==> config.mk <==
export PLATFORM = sky130hd
export DESIGN_NAME = updown_counter_arbiter
export DESIGN_NICKNAME = d
export VERILOG_FILES = /design/src/rtl/updown_counter_arbiter.sv
export SDC_FILE = /design/constraint.sdc
export NUM_CORES = 1
export LEC_CHECK = 0
export ABC_AREA = 1
export ABC_CLOCK_PERIOD_IN_PS = 1300
export CORE_MARGIN = 10
export CORE_UTILIZATION = 45
export CTS_BUF_LIST = sky130_fd_sc_hd__clkbuf_8
export CTS_CLUSTER_SIZE = 20
export DETAILED_ROUTE_END_ITERATION = 8
export GPL_ROUTABILITY_DRIVEN = 1
export HOLD_SLACK_MARGIN = 0.06
export PLACE_DENSITY = 0.84
export SYNTH_ARGS = -nofsm -noshare
export SYNTH_HDL_FRONTEND = slang
export SYNTH_SLANG_ARGS = --single-unit
==> constraint.sdc <==
create_clock -name clk -period 1.3 [get_ports clk]
set_input_delay 0.13 -clock clk [delete_from_list [all_inputs] [get_ports clk]]
set_output_delay 0.13 -clock clk [all_outputs]
set_load 0.05 [all_outputs]
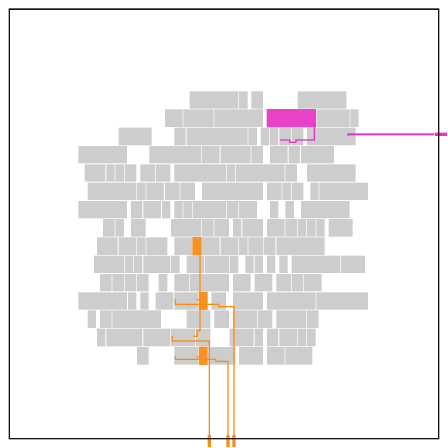
Figure 1: run 1, wires at chosen ports, followed through buffers.
color	port	direction	edge	end cells	buffers	wire
orange	len0	input	bottom	3	3	84.9 um
magenta	done1	output	right	1	1	20.9 um
Port Buffers: 17
I/O Pins: 22

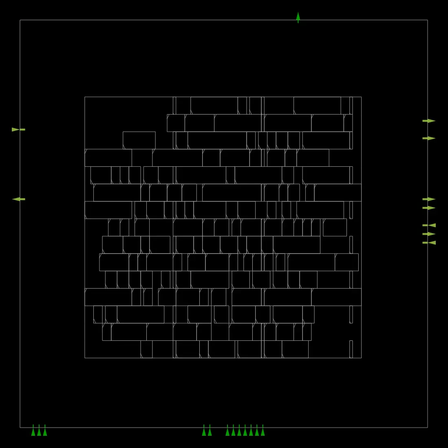
Figure 2: run 1, placed standard cells.
core utilization of the finished layout: 0.752
non-filler cells, final: 175
number of standard-cell rows in the floorplan: 15

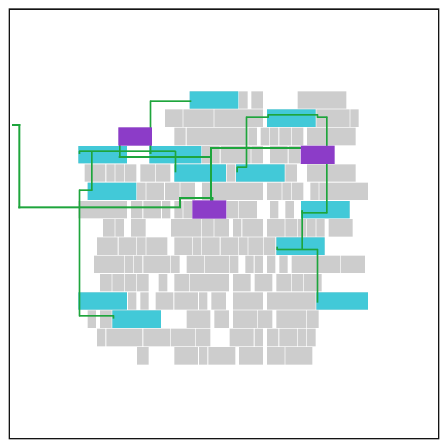
Figure 3: run 1, clock distribution.
[green] clock wires | length: 226 um
[cyan] flip-flops | count: 12
[purple] clock-net drivers | count: 3
routed clock nets	4
worst setup skew after layout: 0.00185 ns
fraction of power consumed by the clock network: 0.128
clk ins delay skew pair: 0.25 ns
power attributed to the clock group: 419 uW

==> results.json <==
{
  "run_status": "finished with violations",
  "violations": "setup timing",
  "largest_register_ffs": 3,
  "cts.sink_count": 12,
  "grt_usage": 0.113,
  "via_count_of_the_first_global_routing_pass": 881,
  "fin_setup_tns_ns": -0.000327,
  "top_area_frac": 0.279,
  "clk_pin_slew_ns": 0.05,
  "cts-root-to-sink-buffers": 2,
  "post_synth_main_area_contributors": "dfxtp_1 (28%), ha_1 (8.7%), inv_1 (7.4%), nand2_1 (6.6%), nand2_2 (6.6%)",
  "yosys.stat.chipArea_um2": 860,
  "netlist.top_cell.by_area": "dfxtp_1",
  "hold_viol": 0,
  "htreeDepth": 1,
  "unrepaired_setup_endpoints_after_global_routing": "true",
  "synth.cell_area_um2": 860,
  "drt_drc_violations_left": 0,
  "synth.yosys.num_cells": 118,
  "timing.critical_path.arrival_ns": 1.49,
  "count_of_tool_warnings": 35,
  "number_of_iterations_in_the_first_detailed_routing_pass": 4,
  "fp-utilization": 0.487,
  "areaGrowthSynthToFinish_pct": 54.4,
  "max_cap_violations": 0,
  "synth-seq-area-share": 0.279,
  "synth_cell_type_count": 27,
  "clock_tree.root_cell": "clkbuf_8",
  "drt-initial-drc-count": 6,
  "yosys_warnings": 0,
  "cts_hold_repair.buffers": 0,
  "timing_max_transition_violations_final": 0,
  "globalRoute.totalOverflow": 0,
  "wire_length_of_the_first_global_routing_pass_um": 3810,
  "layout.nets": 172,
  "syn-mean-instance-area_um2": 7.28,
  "chip_area_um2": 4060,
  "antenna_left": 0,
  "num_vias": 854,
  "gp_routability_congestion": 0.866,
  "worst_slack_ns": -0.000327,
  "tritoncts.num_buffers": 3,
  "clock_tree_from_tritoncts": "built",
  "r2r_slack_ns": -0.0003,
  "ys_seq_elements": 12,
  "vias_per_cell": 4.88,
  "worst-setup-path-type": "reg -> reg",
  "place_hpwl_um": 1740,
  "fillCellCount": 125,
  "worstPathMaxFanout": 4,
  "placeableCoreArea_um2": 1760,
  "worstHoldPathCells": 5,
  "setup_crit_end_kind": "flip-flop",
  "maxClockFrequency_mhz": 769,
  "syn-instance-count": 118,
  "power.leakage_nw": 0.622,
  "final_period_minus_worst_setup_slack_ns": 1.30,
  "synthesis.nets": 139,
  "share_of_cells_above_drive_strength_1": 0.413,
  "routed_wl_um": 2290,
  "route.detailed.wl_per_inst_um": 13.1,
  "antenna_found_initial": 0,
  "hp_class": "in -> reg",
  "die_h_um": 63.7,
  "power.density_cell_area_nw_per_um2": 2460,
  "setup.worst_path.start_class": "flip-flop",
  "worstRegToRegCells": 8,
  "die.size.x_um": 63.7,
  "worst-endpoint-required_ns": 1.49,
  "grt_start_max_net_pins": 9,
  "holdWs_ns": 0.389,
  "antenna-diode-count": 0,
  "layout_worst_path_cycle_share": 1.00,
  "vdd.ir_drop.worst_uv": 1940,
  "setup_violations": 1,
  "preCtsSetupSlack_ns": -0.238
}
==> run 1: critical path, cell delays in order, from the launching register on <==
cell     delay, ns
dfxtp_2       0.33
inv_2         0.06
ha_4          0.17
buf_4         0.14
o21ai_2       0.07
nand2_4       0.12
nor2_2        0.11
nand3_1       0.10
a21oi_2       0.13
==> run 1: timing repair <==
item,in CTS,in global routing
buffers inserted,2,1
resized,8,12
gates cloned,0,0
endpoints found under the setup margin,10,11
pin swaps,2,7
==> run 1: power by group <==
part / leakage [nW] / switching [mW] / internal [mW]
Clock: 0.0288 / 0.150 / 0.268
Combinational: 0.493 / 1.17 / 0.993
Sequential: 0.100 / 0.154 / 0.528
Total: 0.622 / 1.48 / 1.79
==> run 1: layout make-up <==
class | instances | area, um^2 | area share
Multi-Input combinational cell | 83 | 579 | 0.436
Timing Repair Buffer | 31 | 340 | 0.256
Sequential cell | 12 | 244 | 0.184
Inverter | 20 | 77.6 | 0.0584
Clock buffer | 4 | 55.1 | 0.0415
Tap cell | 25 | 31.3 | 0.0236
==> run 1: per-stage QoR <==
stage / total power, mW / instance area (um^2) / cells
floorplan: 2.02 / 881 / 118
global placement: 2.58 / 1190 / 168
detailed placement: 2.64 / 1190 / 168
CTS: 3.20 / 1280 / 174
global route: 3.52 / 1330 / 175
finish: 3.27 / 1330 / 175
==> run 1: cells in the final DEF, fill, tap and decap left out, types with 5 or more instances in the layout <==
master and instances:
nand3_1 7, nand2_2 6, nand2_1 15, nor2_1 7
inv_1 11, clkdlybuf4s50_1 9, buf_4 14, inv_2 8
buf_12 6, dfxtp_1 9, o21ai_1 5, nor2_2 5
a21oi_1 9
==> run 1: synthesized netlist by cell type <==
| library cell | count |
|---|---|
| nand3b_1 | 3 |
| o21ai_0 | 3 |
| xor2_1 | 1 |
| nand2_1 | 15 |
| inv_2 | 3 |
| ha_1 | 6 |
| nand3_1 | 7 |
| buf_12 | 1 |
| nand3_2 | 1 |
| nand2_4 | 2 |
| nand4_2 | 1 |
| o211ai_1 | 1 |
| o21ai_4 | 1 |
| a31oi_1 | 2 |
| inv_1 | 17 |
| nor2_8 | 1 |
| conb_1 | 1 |
| a21oi_1 | 9 |
| nand2_2 | 9 |
| nor3_1 | 1 |
| buf_4 | 1 |
| dfxtp_1 | 12 |
| clkbuf_1 | 1 |
| a21oi_2 | 1 |
| nor2_2 | 2 |
| o21ai_1 | 6 |
| nor2_1 | 10 |
==> run 1: layer usage <==
layer  routed length (um)  GRT usage  share of wire  vias to the layer above
met4                   21     0.0383         0.0092                        0
met5                    0          0              0                        -
li1                     -          -              -                      442
met1                  888      0.108           0.39                      392
met3                  142     0.0477          0.062                        4
met2                 1230      0.211           0.54                       16
==> run 1: logic make-up (layout without fill, tap and decap cells) <==
kind of cell	count (synthesis)	count (layout)	share of synthesized area
buffers and inverters	23	55	0.124
XOR/XNOR	1	1	0.0102
adder cells (fa/ha/maj)	6	6	0.0873
other	1	1	0.00436
AND/OR/NAND/NOR	52	52	0.338
flip-flops	12	12	0.279
AND-OR/OR-AND	23	23	0.157
No activity file was given, so power comes from the tool's default toggle rates.
